### Clock nets, run 1

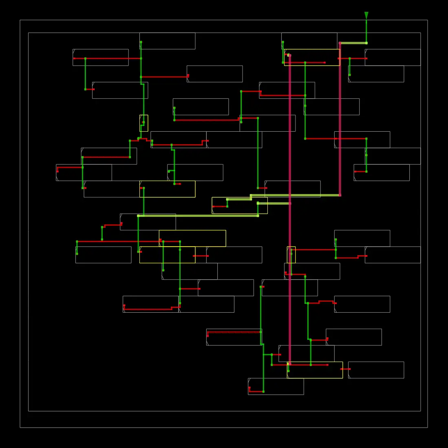
### Clock wires, drivers and flops, run 1

(8 px per um)
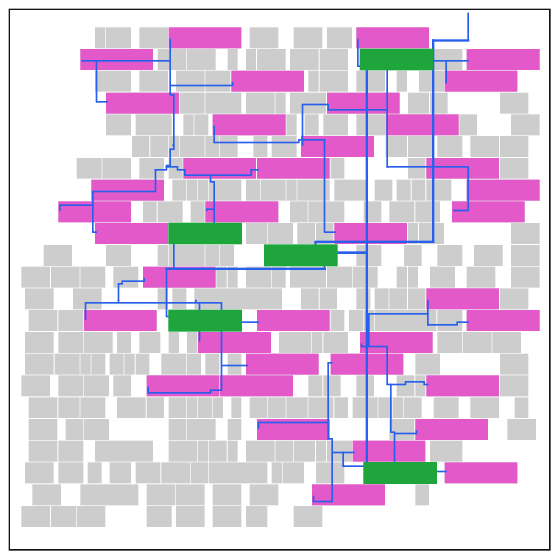
### The metal 3 layer, run 1

(8 px per um)
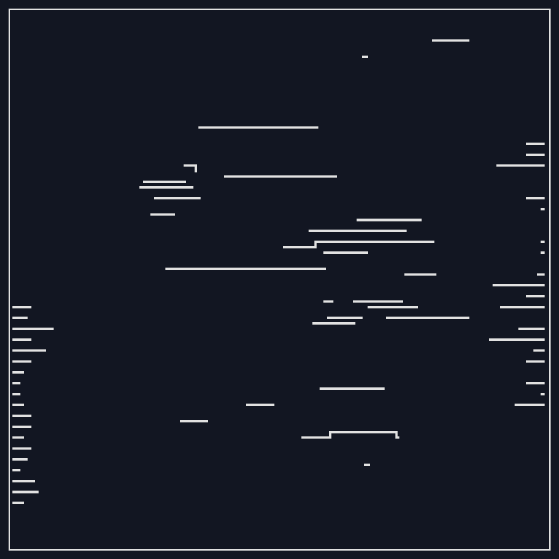
`config.mk`:
```
export PLATFORM = sky130hd
export DESIGN_NAME = pipeline_sequencer
export DESIGN_NICKNAME = d
export VERILOG_FILES = /design/src/rtl/pipeline_pkg.sv /design/src/rtl/load_use_detector.sv /design/src/rtl/pipeline_sequencer.sv
export SDC_FILE = /design/constraint.sdc
export NUM_CORES = 1
export LEC_CHECK = 0
export ABC_AREA = 0
export CORE_UTILIZATION = 51
export CTS_BUF_LIST = sky130_fd_sc_hd__clkbuf_16
export DETAILED_ROUTE_END_ITERATION = 7
export GPL_ROUTABILITY_DRIVEN = 0
export PLACE_DENSITY = 0.94
export SYNTH_ARGS = -nofsm -noshare
export SYNTH_HDL_FRONTEND = slang
export SYNTH_SLANG_ARGS = --single-unit
```
`constraint.sdc`:
```
create_clock -name i_clock -period 4.5 [get_ports i_clock]
set_input_delay 0.9 -clock i_clock [delete_from_list [all_inputs] [get_ports i_clock]]
set_output_delay 0.9 -clock i_clock [all_outputs]
set_load 0.1 [all_outputs]
```
`src/rtl/pipeline_pkg.sv`:
```
// Shared definitions for the pipeline sequencer: state encodings, drain
// length and well-known instruction/register constants.
package pipeline_pkg;

  typedef enum logic [1:0] {
    ST_IDLE  = 2'b00,
    ST_RUN   = 2'b01,
    ST_STEP  = 2'b10,
    ST_DRAIN = 2'b11
  } state_t;

  // Cycles needed to empty EX, MEM and WB once HALT has left ID.
  localparam int DRAIN_CYCLES = 3;

  // Opcode field value decoded as HALT by the ID stage.
  localparam logic [5:0] HALT_OPCODE = 6'b111111;

  // Register r0 is hard-wired to zero, so writes to it never create a hazard.
  localparam int REG_ZERO = 0;

endpackage

```
`src/rtl/load_use_detector.sv`:
```
// Combinational load-use hazard detection between the load in EX and the
// instruction currently being decoded in ID.
module load_use_detector
  import pipeline_pkg::*;
#(
  parameter int NB_ADDR = 5
) (
  input  logic               i_ex_data_mem_rd_enb,
  input  logic [NB_ADDR-1:0] i_ex_rf_wr_addr,
  input  logic [NB_ADDR-1:0] i_id_rs_addr,
  input  logic [NB_ADDR-1:0] i_id_rt_addr,
  input  logic               i_id_uses_rt,
  output logic               o_hazard
);

  logic w_dst_valid;
  logic w_rs_match;
  logic w_rt_match;

  assign w_dst_valid = (i_ex_rf_wr_addr != NB_ADDR'(REG_ZERO));
  assign w_rs_match  = (i_ex_rf_wr_addr == i_id_rs_addr);
  assign w_rt_match  = i_id_uses_rt & (i_ex_rf_wr_addr == i_id_rt_addr);
  assign o_hazard    = i_ex_data_mem_rd_enb & w_dst_valid & (w_rs_match | w_rt_match);

endmodule

```
`src/rtl/pipeline_sequencer.sv`:
```
// Run/step/halt controller and hazard sequencer for the 5-stage pipeline.
// Produces latch/PC enables, load-use bubbles, branch flushes and the
// HALT drain sequence, and counts advancing cycles for debug.
module pipeline_sequencer
  import pipeline_pkg::*;
#(
  parameter int NB_ADDR      = 5,
  parameter int NB_CYCLE_CNT = 32,
  parameter int NB_DRAIN     = 2,
  parameter int DRAIN_CYCLES = pipeline_pkg::DRAIN_CYCLES
) (
  input  logic                    i_clock,
  input  logic                    i_reset_n,
  input  logic                    i_run,
  input  logic                    i_step,
  input  logic                    i_halt_req,
  input  logic                    i_id_halt_inst,
  input  logic [NB_ADDR-1:0]      i_id_rs_addr,
  input  logic [NB_ADDR-1:0]      i_id_rt_addr,
  input  logic                    i_id_uses_rt,
  input  logic                    i_ex_data_mem_rd_enb,
  input  logic [NB_ADDR-1:0]      i_ex_rf_wr_addr,
  input  logic                    i_mem_branch_taken,
  output logic                    o_pc_enb,
  output logic                    o_if_id_enb,
  output logic                    o_pipe_enb,
  output logic                    o_id_ex_bubble,
  output logic                    o_flush_if_id,
  output logic                    o_flush_id_ex,
  output logic                    o_flush_ex_mem,
  output logic [1:0]              o_state,
  output logic                    o_halted,
  output logic [NB_CYCLE_CNT-1:0] o_cycle_count
);

  state_t                  r_state;
  logic                    r_halted;
  logic [NB_CYCLE_CNT-1:0] r_cycle_count;
  logic [NB_DRAIN-1:0]     r_drain_cnt;
  logic                    r_resume_run;

  logic w_hz;
  logic w_adv;
  logic w_drain;
  logic w_branch;
  logic w_stall;
  logic w_halt_go;

  load_use_detector #(
    .NB_ADDR (NB_ADDR)
  ) u_load_use_detector (
    .i_ex_data_mem_rd_enb (i_ex_data_mem_rd_enb),
    .i_ex_rf_wr_addr      (i_ex_rf_wr_addr),
    .i_id_rs_addr         (i_id_rs_addr),
    .i_id_rt_addr         (i_id_rt_addr),
    .i_id_uses_rt         (i_id_uses_rt),
    .o_hazard             (w_hz)
  );

  assign w_adv    = (r_state != ST_IDLE);
  assign w_drain  = (r_state == ST_DRAIN);
  // A taken branch overrides a coincident load-use stall: the stalled
  // instruction is on the wrong path and is flushed anyway.
  assign w_branch = w_adv & i_mem_branch_taken;
  assign w_stall  = w_adv & w_hz & ~i_mem_branch_taken;
  // HALT only counts once it is certain to leave ID this cycle.
  assign w_halt_go = i_id_halt_inst & ~w_hz & ~i_mem_branch_taken;

  // Front-end is frozen while draining; stalls hold PC and IF/ID.
  assign o_pipe_enb     = w_adv;
  assign o_pc_enb       = w_adv & ~w_stall & ~w_drain;
  assign o_if_id_enb    = w_adv & ~w_stall & ~w_drain;
  assign o_id_ex_bubble = w_stall;
  assign o_flush_if_id  = w_branch | w_drain;
  assign o_flush_id_ex  = w_branch;
  assign o_flush_ex_mem = w_branch;

  assign o_state       = r_state;
  assign o_halted      = r_halted;
  assign o_cycle_count = r_cycle_count;

  // Sequencer state machine, drain bookkeeping and saturating cycle counter.
  always_ff @(posedge i_clock or negedge i_reset_n) begin
    if (!i_reset_n) begin
      r_state       <= ST_IDLE;
      r_halted      <= 1'b0;
      r_cycle_count <= '0;
      r_drain_cnt   <= '0;
      r_resume_run  <= 1'b0;
    end else begin
      if (w_adv && (r_cycle_count != {NB_CYCLE_CNT{1'b1}}))
        r_cycle_count <= r_cycle_count + 1'b1;

      case (r_state)
        ST_IDLE: begin
          if (!r_halted && !i_halt_req) begin
            if (i_step)
              r_state <= ST_STEP;
            else if (i_run)
              r_state <= ST_RUN;
          end
        end
        ST_RUN: begin
          if (i_halt_req) begin
            r_state <= ST_IDLE;
          end else if (w_halt_go) begin
            r_state      <= ST_DRAIN;
            r_resume_run <= 1'b1;
            r_drain_cnt  <= NB_DRAIN'(DRAIN_CYCLES - 1);
          end
        end
        ST_STEP: begin
          if (w_halt_go) begin
            r_state      <= ST_DRAIN;
            r_resume_run <= 1'b0;
            r_drain_cnt  <= NB_DRAIN'(DRAIN_CYCLES - 1);
          end else begin
            r_state <= ST_IDLE;
          end
        end
        ST_DRAIN: begin
          // A taken branch while draining means the HALT was speculative.
          if (i_mem_branch_taken) begin
            r_state  <= r_resume_run ? ST_RUN : ST_IDLE;
            r_halted <= 1'b0;
          end else if (r_drain_cnt == '0) begin
            r_state  <= ST_IDLE;
            r_halted <= 1'b1;
          end else begin
            r_drain_cnt <= r_drain_cnt - 1'b1;
          end
        end
        default: r_state <= ST_IDLE;
      endcase
    end
  end

endmodule

```
==> impl_table.tex, run 1 <==
% Auto-generated results table
\begin{tabular}{lr}
\hline
Metric & Value \\
\hline
\multicolumn{2}{l}{\textbf{Run}} \\
Warning total across the stage logs & 26 \\
Number of max-cap violations & 0 \\
\multicolumn{2}{l}{\textbf{Critical path}} \\
Number of cells on the critical path & 6 \\
Data required time of the critical path & 3.60 ns \\
Critical path data arrival time & 2.85 ns \\
Type of element capturing the critical path & primary output \\
Sort of element at the start of the critical path & input pin \\
Critical-path cell with the highest stage delay & sky130\_fd\_sc\_hd\_\_or4\_1 \\
Critical Path, Cell by Cell & clkdlybuf4s50\_1, or4\_1, o21ai\_0, or2\_2, o21a\_1, buf\_12 \\
Crit path buf inv count & 2 \\
Crit Path Max Fanout & 4 \\
Number of cells on the worst reg-to-reg path & 5 \\
Family of cells with the greatest summed delay on the critical path & simple AND/OR/NAND/NOR gates \\
Worst stage delay on the critical path & 0.54 ns \\
Critical path type & in -> out \\
\multicolumn{2}{l}{\textbf{Floorplan}} \\
Die height & 67.4 um \\
Effective utilization at floorplan & 53.7\% \\
Row count & 23 \\
Chip Area & 4540 sq um \\
Area of the core & 4060 sq um \\
Top Ports & 66 \\
Die width & 67.4 um \\
\multicolumn{2}{l}{\textbf{Yosys}} \\
Chip Area, Yosys & 2180 sq um \\
Warning count from the yosys run & 0 \\
Asr flop ratio synth & 100\% \\
Register share after synthesis & 43.6\% \\
Flop and latch count out of synthesis & 38 \\
Post-synth tally of flip-flops with integrated enable & 0 \\
Syn Nets & 244 \\
Number of different library cells in the post-synthesis netlist & 46 \\
Post-Syn Area per Cell & 10.0 sq um \\
Post-synthesis instance area & 2180 sq um \\
Number of cells in Yosys stat & 218 \\
Dominant register cell in the synthesized netlist & sky130\_fd\_sc\_hd\_\_dfrtp\_1 \\
Post-Syn Instances & 218 \\
\multicolumn{2}{l}{\textbf{Clocking}} \\
Post-CTS repair timing setup buffer count & 0 \\
Clk slew on worst S/H paths & 0.06 ns \\
Hold-fix buffers at CTS & 0 \\
Clock root buffer & sky130\_fd\_sc\_hd\_\_clkbuf\_16 \\
Total number of H-tree levels & 2 \\
Number of resized instances in the post-cts repair step & 0 \\
CTS tree & done \\
Maximum buffer depth of the clock tree & 2 \\
\multicolumn{2}{l}{\textbf{STA}} \\
Slew HR & 30.9\% \\
Final Slew Violations & 0 \\
Final hold violations & 0 \\
Hold Worst Slack & 0.488 ns \\
Max Fclk & 0.267 GHz \\
Worst-margin pin slew & 1.03 ns \\
Final-layout setup total negative slack & 0 ns \\
Final Cycle Share & 83.4\% \\
Unrepaired setup endpoints after global routing & false \\
Setup violations, final & 0 \\
Clock Skew & 0.00704 ns \\
Fin worst setup slack & 0.748 ns \\
Final critical delay including setup and external delays & 3.75 ns \\
\multicolumn{2}{l}{\textbf{Run status}} \\
Result of the run & completed \\
\multicolumn{2}{l}{\textbf{Power and ir drop}} \\
Areal power density over the cells & 603 nW/um\^{}2 \\
Worst IR drop on VDD & 0.000613 V \\
Leakage component of the power & 1.38 nW \\
Power consumption & 1.83 mW \\
\multicolumn{2}{l}{\textbf{Detailed routing}} \\
Uppermost metal layer occupied by signal nets & met4 \\
Via count & 1949 \\
Overall routed net length & 5260 um \\
Drt drc & 0 \\
Met2 WL & 2830 um \\
Iteration-0 DRC Markers & 152 \\
Number of search-and-repair iterations in the first detailed-routing pass & 4 \\
Routed vias/inst & 5.85 \\
Wire length on met1 & 2090 um \\
Total length of routed met3 wires & 264 um \\
Final antenna-violating net count & 0 \\
Average wire per standard cell & 15.8 um \\
\multicolumn{2}{l}{\textbf{Global route}} \\
Global-route total usage across every layer & 25.5\% \\
Via count of the first global-routing pass & 1931 \\
First-pass GRT wire length & 8630 um \\
Met3 Track Usage GR & 4.56\% \\
Met1 track utilization from global routing & 29.2\% \\
Number of antenna violations at the first check in global routing & 0 \\
Overflow left after global routing & 0 \\
Most utilized layer in the global route result & met2 \\
Met2 usage & 46.4\% \\
Pin count of the biggest net entering global routing & 39 \\
\multicolumn{2}{l}{\textbf{Layout}} \\
\# fillers & 284 \\
Post-Route Utilization & 74.8\% \\
Number of cells in the finished layout apart from fillers & 333 \\
Share of cells above drive strength 1 & 10.2\% \\
Layout overhead on the synthesized area & 39.2\% \\
Diode insertion count for antenna repair & 0 \\
Nets & 308 \\
Finished layout cell area & 3040 sq um \\
\multicolumn{2}{l}{\textbf{Worst hold path}} \\
Number of instances on the worst hold path & 1 \\
Hold/Removal Path Class & reg -> reg \\
\multicolumn{2}{l}{\textbf{Place}} \\
Cell count after placement & 325 \\
Count of input and output buffers & 65 \\
HPWL after detailed placement & 3790 um \\
Setup Slack @ Placement & 0.744 ns \\
Cell area after placement & 2870 sq um \\
\hline
\end{tabular}
Notes on 'Clock nets' above:
Clk. pwr: 0.388 mW
total CTS buffers: 5
Clk Latency, worst-skew pair: 0.28 ns
number of flip-flops and latches: 38
clk sinks: 38

Notes on 'Clock wires, drivers and flops' above:
[green] cells driving clock nets | count: 5
[magenta] flip-flops | count: 38
[blue] clock wires | length: 480 um
routed clock nets	6

Notes on 'The metal 3 layer' above:
wire length on this layer	265 um
main direction	horizontal

[run 1: cell type report]
cell class	instances	area [sq um]	area share, %
Timing Repair Buffer	66	676	22.2
Clock buffer	5	125	4.12
Sequential cell	38	951	31.3
Multi-Input combinational cell	167	1170	38.5
Tap cell	50	62.6	2.06
Inverter	4	15.0	0.494
Clock inverter	3	37.5	1.24
[run 1: report_power, final]
| group | leakage (nW) | total (mW) | switching (mW) | internal (mW) |
|---|---|---|---|---|
| registers | 0.506 | 0.477 | 0.0814 | 0.395 |
| clock network | 0.0864 | 0.388 | 0.131 | 0.257 |
| logic | 0.784 | 0.965 | 0.709 | 0.257 |
[run 1: sequential cells by signal, summed over array words and instances, names as in the netlist]
signal	count
r_drain_cnt	2
o_state	2
r_resume_run	1
o_cycle_count	32
o_halted	1
[run 1: worst reg2reg max path: stages, from the launching register on]
cell and delay [ns]:
sky130_fd_sc_hd__dfrtp_1 0.47, sky130_fd_sc_hd__nand4_2 0.19, sky130_fd_sc_hd__or4_4 0.57, sky130_fd_sc_hd__nor4_2 0.78, sky130_fd_sc_hd__nor2_1 0.20, sky130_fd_sc_hd__mux2_1 0.36
[run 1: cell usage in the layout (no fill, tap or decap), types with 6 or more instances in the layout]
master / count
sky130_fd_sc_hd__dfrtp_1: 38
sky130_fd_sc_hd__nor4_1: 6
sky130_fd_sc_hd__o21ai_0: 6
sky130_fd_sc_hd__nor3_1: 14
sky130_fd_sc_hd__xnor2_1: 6
sky130_fd_sc_hd__nor2_1: 16
sky130_fd_sc_hd__nand4_1: 9
sky130_fd_sc_hd__nand3_1: 10
sky130_fd_sc_hd__nand2_1: 12
sky130_fd_sc_hd__clkdlybuf4s50_1: 58
sky130_fd_sc_hd__xor2_1: 36
[run 1: synth_stat cells, drive strengths merged (2+ instances only)]
library cell	n	area, sq um
xor2	36	315
nor2b	2	12.5
dfrtp	38	951
nor4	10	87.6
nand4	11	90.1
a21oi	4	20.0
and4	5	46.3
inv	3	11.3
o21ai	6	30.0
nor2	17	66.3
and3	5	31.3
clkbuf	5	18.8
xnor2	6	52.6
a31oi	3	18.8
nand2	12	45.0
or4	4	41.3
nor3	17	95.1
ha	2	25.0
nand3	10	50.1
a211oi	2	15.0
buf	4	31.3
[run 1: cells by family after synthesis]
family	after synthesis	synth area share, %
AND-OR/OR-AND	20	5.74
XOR/XNOR	42	16.9
flip-flops	38	43.6
adder cells (fa/ha/maj)	3	1.61
AND/OR/NAND/NOR	101	28.7
multiplexers	1	0.516
buffers and inverters	13	2.98
[run 1: worst paths after layout]
| kind | end | from | slack (ns) |
|---|---|---|---|
| max reg2reg | o_cycle_count[1]$_DFFE_PN0P_ | o_cycle_count[18]$_DFFE_PN0P_ | 1.79 |
| min reg2reg | o_cycle_count[16]$_DFFE_PN0P_ | o_cycle_count[16]$_DFFE_PN0P_ | 0.49 |
| min in group asynchronous | o_cycle_count[6]$_DFFE_PN0P_ | i_reset_n | 0.73 |
| max | o_if_id_enb | i_ex_rf_wr_addr[0] | 0.75 |
| max in group asynchronous | o_cycle_count[1]$_DFFE_PN0P_ | i_reset_n | 3.23 |
| min | o_cycle_count[16]$_DFFE_PN0P_ | o_cycle_count[16]$_DFFE_PN0P_ | 0.49 |
### Selected gate families, run 1

(4 px per um)
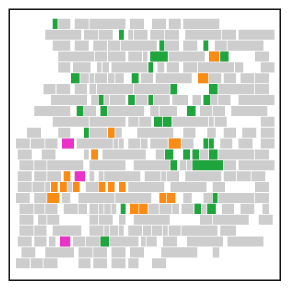

--- run 2 (diff from run 1) ---
--- a/config.mk
+++ b/config.mk
@@ -6,11 +6,11 @@
 export NUM_CORES = 1
 export LEC_CHECK = 0
 export ABC_AREA = 0
-export CORE_UTILIZATION = 51
+export CORE_UTILIZATION = 42
 export CTS_BUF_LIST = sky130_fd_sc_hd__clkbuf_16
 export DETAILED_ROUTE_END_ITERATION = 7
 export GPL_ROUTABILITY_DRIVEN = 0
-export PLACE_DENSITY = 0.94
+export PLACE_DENSITY = 0.84
 export SYNTH_ARGS = -nofsm -noshare
 export SYNTH_HDL_FRONTEND = slang
 export SYNTH_SLANG_ARGS = --single-unit
==> constraint.sdc (replaced) <==
create_clock -name i_clock -period 3.2 [get_ports i_clock]
set_input_delay 0.64 -clock i_clock [delete_from_list [all_inputs] [get_ports i_clock]]
set_output_delay 0.64 -clock i_clock [all_outputs]
set_load 0.1 [all_outputs]
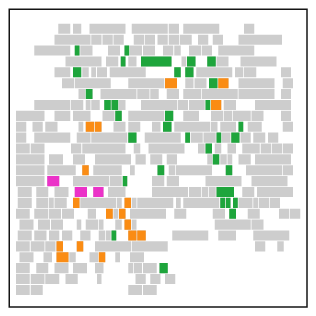
*Selected gate families, run 2*
(4 px per um)
colour	family	cells
green	NAND gates	34
magenta	AND-OR and OR-AND gates	3
orange	inverting AOI/OAI gates	17

==> run 2 against run 1 <==
Against the previous run: synthesized area did not move; clock skew decreased by 0.0028 ns; flip-flop count is the same; die size up 21%; cell area up 1.0%; core utilization down 12 points; clock power increased by 63%; power grew 47%; worst hold slack worse by 0.032 ns; combinational power up 44%; register-to-register slack lost 0.72 ns; critical path type unchanged.
==> impl_table.tex, run 2 <==
% Auto-generated results table
\begin{tabular}{lr}
\hline
Metric & Value \\
\hline
\multicolumn{2}{l}{\textbf{Run status}} \\
Result of the run & completed (unchanged) \\
\multicolumn{2}{l}{\textbf{Floorplan}} \\
Die height & 74.1 um (was 67.4 um) \\
Effective utilization at floorplan & 45.0\% (was 53.7\%) \\
Area of the core & 4850 sq um (was 4060 sq um) \\
Row count & 25 (was 23) \\
Chip Area & 5480 sq um (was 4540 sq um) \\
Die width & 74.1 um (was 67.4 um) \\
Top Ports & 66 (unchanged) \\
\multicolumn{2}{l}{\textbf{Layout}} \\
Highest-count cells in the layout ignoring fill and taps & sky130\_fd\_sc\_hd\_\_buf\_4 (41), sky130\_fd\_sc\_hd\_\_dfrtp\_1 (38), sky130\_fd\_sc\_hd\_\_xor2\_1 (36) (was sky130\_fd\_sc\_hd\_\_clkdlybuf4s50\_1 (58), sky130\_fd\_sc\_hd\_\_dfrtp\_1 (38), sky130\_fd\_sc\_hd\_\_xor2\_1 (36)) \\
Diode insertion count for antenna repair & 0 (unchanged) \\
Max FFs per register & 32 (unchanged) \\
Number of cells in the finished layout apart from fillers & 354 (was 333) \\
Share of cells above drive strength 1 & 25.4\% (was 10.2\%) \\
\# fillers & 398 (was 284) \\
Post-Route Utilization & 63.3\% (was 74.8\%) \\
Most frequent logic cell in the layout & sky130\_fd\_sc\_hd\_\_buf\_4 (was sky130\_fd\_sc\_hd\_\_clkdlybuf4s50\_1) \\
Layout overhead on the synthesized area & 40.7\% (was 39.2\%) \\
Nets & 312 (was 308) \\
\multicolumn{2}{l}{\textbf{Global route}} \\
Overflow left after global routing & 0 (unchanged) \\
Global-route total usage across every layer & 20.0\% (was 25.5\%) \\
Number of antenna violations at the first check in global routing & 0 (unchanged) \\
Via count of the first global-routing pass & 1836 (was 1931) \\
First-pass GRT wire length & 8400 um (was 8630 um) \\
Pin count of the biggest net entering global routing & 39 (unchanged) \\
\multicolumn{2}{l}{\textbf{STA}} \\
Final hold violations & 0 (unchanged) \\
Worst-margin pin slew & 0.838 ns (was 1.03 ns) \\
Final Slew Violations & 0 (unchanged) \\
Clock Skew & 0.00424 ns (was 0.00704 ns) \\
Final critical delay including setup and external delays & 3.11 ns \\
Max Fclk & 0.322 GHz \\
Final Cycle Share & 97.1\% \\
Final-layout setup total negative slack & 0 ns (unchanged) \\
Slew HR & 44.1\% (was 30.9\%) \\
Setup violations, final & 0 (unchanged) \\
Unrepaired setup endpoints after global routing & false (unchanged) \\
\multicolumn{2}{l}{\textbf{Yosys}} \\
Library cell occupying the most area in the post-synthesis netlist & sky130\_fd\_sc\_hd\_\_dfrtp\_1 (unchanged) \\
Warning count from the yosys run & 0 (unchanged) \\
Fraction of post-synthesis cell area in the top cell type by area & 43.6\% (unchanged) \\
Ao+oa area frac & 5.74\% (unchanged) \\
Chip Area, Yosys & 2180 sq um (unchanged) \\
Biggest combinational cell group after synthesis & simple AND/OR/NAND/NOR gates (unchanged) \\
Post-synthesis instance area & 2180 sq um (unchanged) \\
Flop and latch count out of synthesis & 38 (unchanged) \\
Post-Synth Adder-Cell Area & 1.61\% (unchanged) \\
Post-synth tally of flip-flops with integrated enable & 0 (unchanged) \\
Post-synthesis share of cell area spent on xor and xnor gates & 16.9\% (unchanged) \\
Post-Syn Instances & 218 (unchanged) \\
Asr flop ratio synth & 100\% (unchanged) \\
Post-Syn Area per Cell & 10.0 sq um (unchanged) \\
Number of cells in Yosys stat & 218 (unchanged) \\
Number of different library cells in the post-synthesis netlist & 46 (unchanged) \\
Syn Nets & 244 (unchanged) \\
Register share after synthesis & 43.6\% (unchanged) \\
Most common cell in the synthesized netlist & sky130\_fd\_sc\_hd\_\_dfrtp\_1 (unchanged) \\
Leading post-synthesis cells by cell area & sky130\_fd\_sc\_hd\_\_dfrtp\_1 (44\%), sky130\_fd\_sc\_hd\_\_xor2\_1 (14\%), sky130\_fd\_sc\_hd\_\_nor3\_1 (3.4\%) (unchanged) \\
Cell types with the highest counts after synthesis & sky130\_fd\_sc\_hd\_\_dfrtp\_1 (38), sky130\_fd\_sc\_hd\_\_xor2\_1 (36), sky130\_fd\_sc\_hd\_\_nor2\_1 (16) (unchanged) \\
Multiplexer fraction of the synthesized cell area & 0.516\% (unchanged) \\
Dominant register cell in the synthesized netlist & sky130\_fd\_sc\_hd\_\_dfrtp\_1 (unchanged) \\
Fraction of the mapped netlist area in simple logic gates & 28.7\% (unchanged) \\
\multicolumn{2}{l}{\textbf{Clocking}} \\
CTS tree & done (unchanged) \\
Clock root buffer & sky130\_fd\_sc\_hd\_\_clkbuf\_16 (unchanged) \\
Hold-fix buffers at CTS & 0 (unchanged) \\
Clk slew on worst S/H paths & 0.06 ns (about the same) \\
Total CTS buffers & 5 (unchanged) \\
Maximum buffer depth of the clock tree & 2 (unchanged) \\
Clk sinks & 38 (unchanged) \\
Clk Latency, worst-skew pair & 0.28 ns (about the same) \\
Total number of H-tree levels & 2 (unchanged) \\
\multicolumn{2}{l}{\textbf{Power and ir drop}} \\
Areal power density over the cells & 877 nW/um\^{}2 (was 603 nW/um\^{}2) \\
Sequential fraction of design power & 25.0\% (was 26.1\%) \\
Power consumption & 2.69 mW (was 1.83 mW) \\
Part of the total power dissipated in combinational logic & 51.5\% (was 52.7\%) \\
Switch share & 48.6\% (was 50.3\%) \\
Leakage component of the power & 1.48 nW (was 1.38 nW) \\
Internal power & 1.38 mW (was 0.909 mW) \\
Clock network fraction of design power & 23.6\% (was 21.2\%) \\
Worst IR drop on VDD & 0.00141 V (was 0.000613 V) \\
Total net switching power & 1.31 mW (was 0.921 mW) \\
\multicolumn{2}{l}{\textbf{Critical path}} \\
Worst setup path startpoint & i\_ex\_rf\_wr\_addr[2] (was i\_ex\_rf\_wr\_addr[0]) \\
Crit Path Max Fanout & 4 (unchanged) \\
Capturing point of the worst reg2reg path & o\_cycle\_count[1]\$\_DFFE\_PN0P\_ (unchanged) \\
Critical path type & in -> out (unchanged) \\
Data required time of the critical path & 2.56 ns (was 3.60 ns) \\
Type of element capturing the critical path & primary output (unchanged) \\
Sort of element at the start of the critical path & input pin (unchanged) \\
Number of cells on the worst reg-to-reg path & 6 (was 5) \\
Setup slack, reg-to-reg & 1.07 ns (was 1.79 ns) \\
Startpoint of the most critical register-to-register path & o\_cycle\_count[18]\$\_DFFE\_PN0P\_ (unchanged) \\
Critical path data arrival time & 2.47 ns (was 2.85 ns) \\
\multicolumn{2}{l}{\textbf{Detailed routing}} \\
Overall routed net length & 5090 um (was 5260 um) \\
Via count & 1934 (was 1949) \\
Iteration-0 DRC Markers & 97 (was 152) \\
Drt drc & 0 (unchanged) \\
Final antenna-violating net count & 0 (unchanged) \\
Average wire per standard cell & 14.4 um (was 15.8 um) \\
Routed vias/inst & 5.46 (was 5.85) \\
Number of search-and-repair iterations in the first detailed-routing pass & 4 (unchanged) \\
\multicolumn{2}{l}{\textbf{Place}} \\
Cell count after placement & 345 (was 325) \\
HPWL after detailed placement & 3720 um (was 3790 um) \\
Count of input and output buffers & 65 (unchanged) \\
\multicolumn{2}{l}{\textbf{Run}} \\
Number of max-cap violations & 0 (unchanged) \\
Warning total across the stage logs & 27 (was 26) \\
\multicolumn{2}{l}{\textbf{Worst hold path}} \\
Hold/Removal Path Class & in -> async (was reg -> reg) \\
\hline
\end{tabular}
[run 2: critical path: stages]
cell,delay (ns)
sky130_fd_sc_hd__clkdlybuf4s50_1,0.47
sky130_fd_sc_hd__xor2_1,0.19
sky130_fd_sc_hd__nor4_1,0.26
sky130_fd_sc_hd__a32oi_1,0.19
sky130_fd_sc_hd__or2_4,0.30
sky130_fd_sc_hd__o21a_2,0.24
sky130_fd_sc_hd__buf_12,0.17
[run 2: stage by stage]
stage          setup slack [ns]  hold WS, ns  cell area [sq um]
2_1_floorplan            -0.157        0.344               2190
3_3_place_gp             0.0457        0.477               2870
3_5_place_dp             0.0163        0.481               2870
4_1_cts                 0.00509        0.491               3060
5_1_grt                  0.0216        0.493               3070
6_report                 0.0912        0.457               3070
[run 2: what timing repair did]
action,CTS,global route
endpoints found under the setup margin,2,3
buffers inserted,0,1
gates resized,0,1
endpoints found under the hold margin,0,0
pin swaps,1,1
[run 2: logic make-up (layout without fill, tap and decap cells)]
| kind of cell | Yosys count | count (layout) |
|---|---|---|
| adders and majority gates | 3 | 3 |
| and+or+nand+nor | 101 | 101 |
| xor gates and xnor gates | 42 | 42 |
| muxes | 1 | 1 |
| AOI/OAI and AO/OA | 20 | 20 |
| DFF | 38 | 38 |
| buffers and inverters | 13 | 82 |
[run 2: power by group through the flow]
stage	clock network, mW	registers, mW	logic [mW]
final	0.633	0.671	1.39
after global routing	0.664	0.687	1.43
after CTS	0.644	0.669	1.39
after detailed placement	0	0.677	1.39
after global placement	0	0.674	1.37
after floorplan	0	1.04	0.636
[run 2: worst max path at each step]
| stage | end | slack [ns] | cells past startpoint |
|---|---|---|---|
| after floorplan | o_id_ex_bubble | -0.16 | 5 |
| after global placement | o_if_id_enb | 0.05 | 7 |
| after detailed placement | o_pc_enb | 0.02 | 7 |
| after CTS | o_pc_enb | 0.005 | 7 |
| after global routing | o_id_ex_bubble | 0.02 | 7 |
| final | o_pc_enb | 0.09 | 7 |
[run 2: final cells by class]
class,instances,area (sq um),area share [%]
clock inverter,3,63.8,2.08
clock buffer,5,125,4.08
tap,67,83.8,2.73
multi-input combinational,167,1170,38.3
timing repair buffer,70,653,21.3
sequential,38,951,31.0
inverter,4,16.3,0.530
[run 2: per-layer routing]
metal | global-route usage (%) | share of wire (%)
met2 | 32.8 | 48
met5 | 0 | 0
met3 | 5.42 | 5.8
met1 | 25.5 | 45
met4 | 6.84 | 1.4
### Clock wires, drivers and flops, run 2

(6 px per um)
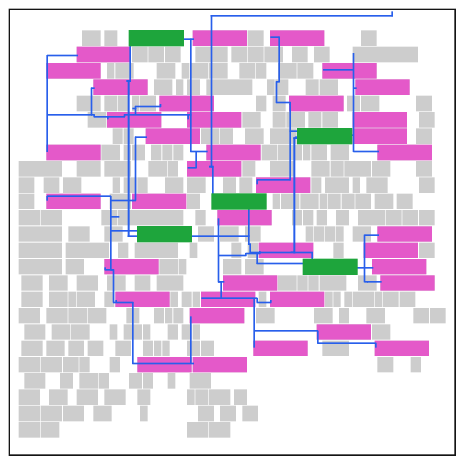

--- run 3 (diff from run 2) ---
--- a/config.mk
+++ b/config.mk
@@ -6,6 +6,7 @@
 export NUM_CORES = 1
 export LEC_CHECK = 0
 export ABC_AREA = 0
+export CORE_MARGIN = 5
 export CORE_UTILIZATION = 42
 export CTS_BUF_LIST = sky130_fd_sc_hd__clkbuf_16
 export DETAILED_ROUTE_END_ITERATION = 7
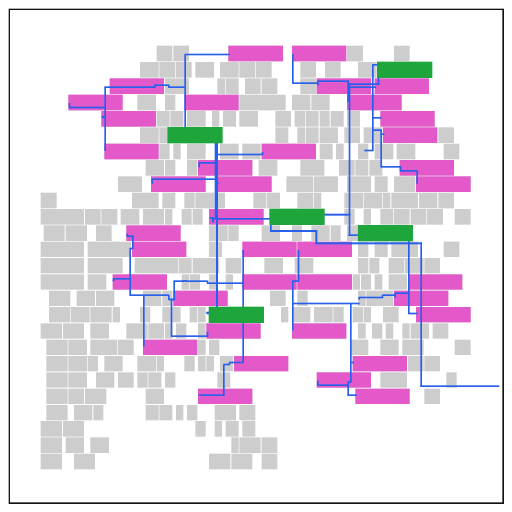
*Clock wires, drivers and flops, run 3*
(6 px per um)
[magenta] flip-flops | count: 38
[blue] clock wires | length: 487 um
[green] cells driving clock nets | count: 5
routed clock nets	6

==> run 3 against run 2 <==
Against the previous run: first-iteration DRC count increased by 7.2%; flip-flop count unchanged; clock-buffer cell count unchanged; cell count increased by 0.56%; synthesized area unchanged; fmax increased by 0.96%; synthesized cell count unchanged; critical path depth unchanged.
==> impl_table.tex, run 3 <==
% Auto-generated results table
\begin{tabular}{lr}
\hline
Metric & Value \\
\hline
\multicolumn{2}{l}{\textbf{Run status}} \\
Result of the run & completed (unchanged) \\
\multicolumn{2}{l}{\textbf{Layout}} \\
Most frequent logic cell in the layout & sky130\_fd\_sc\_hd\_\_buf\_4 (unchanged) \\
Highest-count cells in the layout ignoring fill and taps & sky130\_fd\_sc\_hd\_\_buf\_4 (40), sky130\_fd\_sc\_hd\_\_dfrtp\_1 (38), sky130\_fd\_sc\_hd\_\_xor2\_1 (36) (was sky130\_fd\_sc\_hd\_\_buf\_4 (41), sky130\_fd\_sc\_hd\_\_dfrtp\_1 (38), sky130\_fd\_sc\_hd\_\_xor2\_1 (36)) \\
Finished layout cell area & 3030 sq um (was 3070 sq um) \\
Max FFs per register & 32 (unchanged) \\
Area taken by multi-input logic gates & 1190 sq um (was 1170 sq um) \\
Sequential standard cell area & 951 sq um (unchanged) \\
Nets & 311 (was 312) \\
Share of cells above drive strength 1 & 25.2\% (was 25.4\%) \\
Layout overhead on the synthesized area & 38.7\% (was 40.7\%) \\
\# fillers & 465 (was 398) \\
Diode insertion count for antenna repair & 0 (unchanged) \\
\multicolumn{2}{l}{\textbf{Critical path}} \\
Type of element capturing the critical path & primary output (unchanged) \\
Worst stage delay on the critical path & 0.47 ns (about the same) \\
Sort of element at the start of the critical path & input pin (unchanged) \\
Crit Path Max Fanout & 4 (unchanged) \\
Startpoint of the most critical register-to-register path & o\_cycle\_count[18]\$\_DFFE\_PN0P\_ (unchanged) \\
Data required time of the critical path & 2.56 ns (about the same) \\
Setup slack, reg-to-reg & 1.05 ns (was 1.07 ns) \\
Capturing point of the worst reg2reg path & o\_cycle\_count[1]\$\_DFFE\_PN0P\_ (unchanged) \\
Crit path buf inv count & 2 (unchanged) \\
Critical Path, Cell by Cell & clkdlybuf4s50\_1, xor2\_1, nor4\_2, a32oi\_1, or2\_4, o21a\_2, buf\_12 (was clkdlybuf4s50\_1, xor2\_1, nor4\_1, a32oi\_1, or2\_4, o21a\_2, buf\_12) \\
Critical path data arrival time & 2.44 ns (was 2.47 ns) \\
Critical-path cell with the highest stage delay & sky130\_fd\_sc\_hd\_\_clkdlybuf4s50\_1 (unchanged) \\
Number of cells on the worst reg-to-reg path & 6 (unchanged) \\
Critical path type & in -> out (unchanged) \\
Family of cells with the greatest summed delay on the critical path & buffers and inverters (unchanged) \\
\multicolumn{2}{l}{\textbf{Yosys}} \\
Post-synthesis instance area & 2180 sq um (unchanged) \\
Asr flop ratio synth & 100\% (unchanged) \\
Flop and latch count out of synthesis & 38 (unchanged) \\
Post-Syn Area per Cell & 10.0 sq um (unchanged) \\
Register share after synthesis & 43.6\% (unchanged) \\
Library cell occupying the most area in the post-synthesis netlist & sky130\_fd\_sc\_hd\_\_dfrtp\_1 (unchanged) \\
Warning count from the yosys run & 0 (unchanged) \\
Post-Syn Instances & 218 (unchanged) \\
Fraction of post-synthesis cell area in the top cell type by area & 43.6\% (unchanged) \\
Most common cell in the synthesized netlist & sky130\_fd\_sc\_hd\_\_dfrtp\_1 (unchanged) \\
Dominant register cell in the synthesized netlist & sky130\_fd\_sc\_hd\_\_dfrtp\_1 (unchanged) \\
Syn Nets & 244 (unchanged) \\
Cell types with the highest counts after synthesis & sky130\_fd\_sc\_hd\_\_dfrtp\_1 (38), sky130\_fd\_sc\_hd\_\_xor2\_1 (36), sky130\_fd\_sc\_hd\_\_nor2\_1 (16) (unchanged) \\
Chip Area, Yosys & 2180 sq um (unchanged) \\
Number of different library cells in the post-synthesis netlist & 46 (unchanged) \\
Number of cells in Yosys stat & 218 (unchanged) \\
Leading post-synthesis cells by cell area & sky130\_fd\_sc\_hd\_\_dfrtp\_1 (44\%), sky130\_fd\_sc\_hd\_\_xor2\_1 (14\%), sky130\_fd\_sc\_hd\_\_nor3\_1 (3.4\%) (unchanged) \\
Post-synth tally of flip-flops with integrated enable & 0 (unchanged) \\
\multicolumn{2}{l}{\textbf{Clocking}} \\
Total number of H-tree levels & 2 (unchanged) \\
Clk Latency, worst-skew pair & 0.28 ns (about the same) \\
Hold-fix buffers at CTS & 0 (unchanged) \\
Clock root buffer & sky130\_fd\_sc\_hd\_\_clkbuf\_16 (unchanged) \\
Clk sinks & 38 (unchanged) \\
Total CTS buffers & 5 (unchanged) \\
Number of resized instances in the post-cts repair step & 0 (unchanged) \\
Post-CTS repair timing setup buffer count & 0 (unchanged) \\
Clk slew on worst S/H paths & 0.05 ns (was 0.06 ns) \\
CTS tree & done (unchanged) \\
Maximum buffer depth of the clock tree & 2 (unchanged) \\
\multicolumn{2}{l}{\textbf{Power and ir drop}} \\
Areal power density over the cells & 835 nW/um\^{}2 (was 877 nW/um\^{}2) \\
Power consumption & 2.53 mW (was 2.69 mW) \\
Worst IR drop on VDD & 0.00106 V (was 0.00141 V) \\
Leakage component of the power & 1.46 nW (was 1.48 nW) \\
\multicolumn{2}{l}{\textbf{STA}} \\
Slew HR & 44.6\% (was 44.1\%) \\
Max Fclk & 0.325 GHz (was 0.322 GHz) \\
Clock Skew & 0.00357 ns (was 0.00424 ns) \\
Hold Worst Slack & 0.458 ns (was 0.457 ns) \\
Unrepaired setup endpoints after global routing & false (unchanged) \\
Final hold violations & 0 (unchanged) \\
Final Slew Violations & 0 (unchanged) \\
Fin worst setup slack & 0.121 ns (was 0.0912 ns) \\
Setup violations, final & 0 (unchanged) \\
Final Cycle Share & 96.2\% (was 97.1\%) \\
Final critical delay including setup and external delays & 3.08 ns (was 3.11 ns) \\
Worst-margin pin slew & 0.831 ns (was 0.838 ns) \\
\multicolumn{2}{l}{\textbf{Global route}} \\
Pin count of the biggest net entering global routing & 39 (unchanged) \\
Via count of the first global-routing pass & 1958 (was 1836) \\
Overflow left after global routing & 0 (unchanged) \\
Number of antenna violations at the first check in global routing & 0 (unchanged) \\
Global-route total usage across every layer & 17.1\% (was 20.0\%) \\
First-pass GRT wire length & 8830 um (was 8400 um) \\
\multicolumn{2}{l}{\textbf{Detailed routing}} \\
Via count & 1951 (was 1934) \\
Overall routed net length & 5380 um (was 5090 um) \\
Routed vias/inst & 5.48 (was 5.46) \\
Average wire per standard cell & 15.1 um (was 14.4 um) \\
Iteration-0 DRC Markers & 104 (was 97) \\
Final antenna-violating net count & 0 (unchanged) \\
Drt drc & 0 (unchanged) \\
Number of search-and-repair iterations in the first detailed-routing pass & 5 (was 4) \\
\multicolumn{2}{l}{\textbf{Floorplan}} \\
Die width & 82.1 um (was 74.1 um) \\
Chip Area & 6730 sq um (was 5480 sq um) \\
Area of the core & 5070 sq um (was 4850 sq um) \\
Effective utilization at floorplan & 43.0\% (was 45.0\%) \\
Row count & 26 (was 25) \\
Die height & 82.1 um (was 74.1 um) \\
Top Ports & 66 (unchanged) \\
\multicolumn{2}{l}{\textbf{Run}} \\
Number of max-cap violations & 0 (unchanged) \\
Warning total across the stage logs & 27 (unchanged) \\
\multicolumn{2}{l}{\textbf{Place}} \\
HPWL after detailed placement & 4040 um (was 3720 um) \\
Cell area after placement & 2870 sq um (about the same) \\
Setup Slack @ Placement & 0.0329 ns (was 0.0163 ns) \\
Count of input and output buffers & 65 (unchanged) \\
\multicolumn{2}{l}{\textbf{Worst hold path}} \\
Hold/Removal Path Class & in -> async (unchanged) \\
\hline
\end{tabular}
run 3: worst reg2reg max path: stages (launching register included):
cell	delay (ns)
sky130_fd_sc_hd__dfrtp_1	0.47
sky130_fd_sc_hd__nand4_2	0.20
sky130_fd_sc_hd__or4_4	0.58
sky130_fd_sc_hd__nor4_2	0.15
sky130_fd_sc_hd__buf_4	0.22
sky130_fd_sc_hd__nor2_1	0.10
sky130_fd_sc_hd__mux2_1	0.31
run 3: final cells by class:
class                           instances  area share (%)
Clock buffer                            5            4.14
Multi-Input combinational cell        167            39.2
Clock inverter                          3           0.414
Tap cell                               70            2.89
Sequential cell                        38            31.4
Inverter                                4           0.538
Timing Repair Buffer                   69            21.3
run 3: cell families after synthesis:
family / after synthesis / synth area share [%]
and+or+nand+nor: 101 / 28.7
xor gates and xnor gates: 42 / 16.9
DFF: 38 / 43.6
AOI/OAI and AO/OA: 20 / 5.74
buffers and inverters: 13 / 2.98
adders and majority gates: 3 / 1.61
muxes: 1 / 0.516
run 3: per-layer routing:
metal,GRT usage (%),vias up,wire (um)
met5,0,-,0
met1,19.3,954,2190
met4,7.97,0,98
li1,-,923,-
met2,29.2,64,2640
met3,5.48,10,449
run 3: power by group:
group | internal [mW] | total [mW] | switching, mW
Sequential | 0.556 | 0.673 | 0.117
Clock | 0.281 | 0.461 | 0.180
Combinational | 0.383 | 1.39 | 1.01
Total | 1.22 | 2.53 | 1.31
run 3: worst max-delay path by stage:
stage	start	end	slack, ns	depth (start not counted)
2_1_floorplan	i_ex_rf_wr_addr[4]	o_id_ex_bubble	-0.16	5
3_3_place_gp	i_ex_rf_wr_addr[4]	o_if_id_enb	0.09	7
3_5_place_dp	i_ex_rf_wr_addr[4]	o_pc_enb	0.03	7
4_1_cts	i_ex_rf_wr_addr[4]	o_pc_enb	0.02	7
5_1_grt	i_ex_rf_wr_addr[4]	o_if_id_enb	0.02	7
6_report	i_ex_rf_wr_addr[4]	o_if_id_enb	0.12	7
run 3: metrics by stage:
stage	instances	utilization, %	TNS, ns
after detailed placement	348	56.6	0
final	356	59.6	0
after global placement	348	56.6	0
after global routing	356	59.6	0
after CTS	356	59.3	0
after floorplan	218	-	-0.157

==> screenshots <==
Metal layers overlaid.
picture 1
(3 px per um)
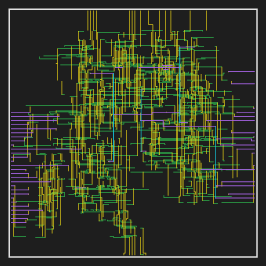
picture 2
(4 px per um)
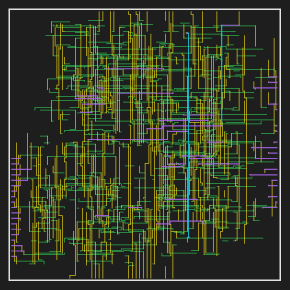
Run 3 is picture 1.
Run 1 is picture 2.

Key to picture 1:
colour	layer	wire length
yellow	met2	2640 um
cyan	met4	98.6 um
green	met1	2190 um
purple	met3	449 um

Power figures rest on the tool's default switching activity, not on a simulated workload.
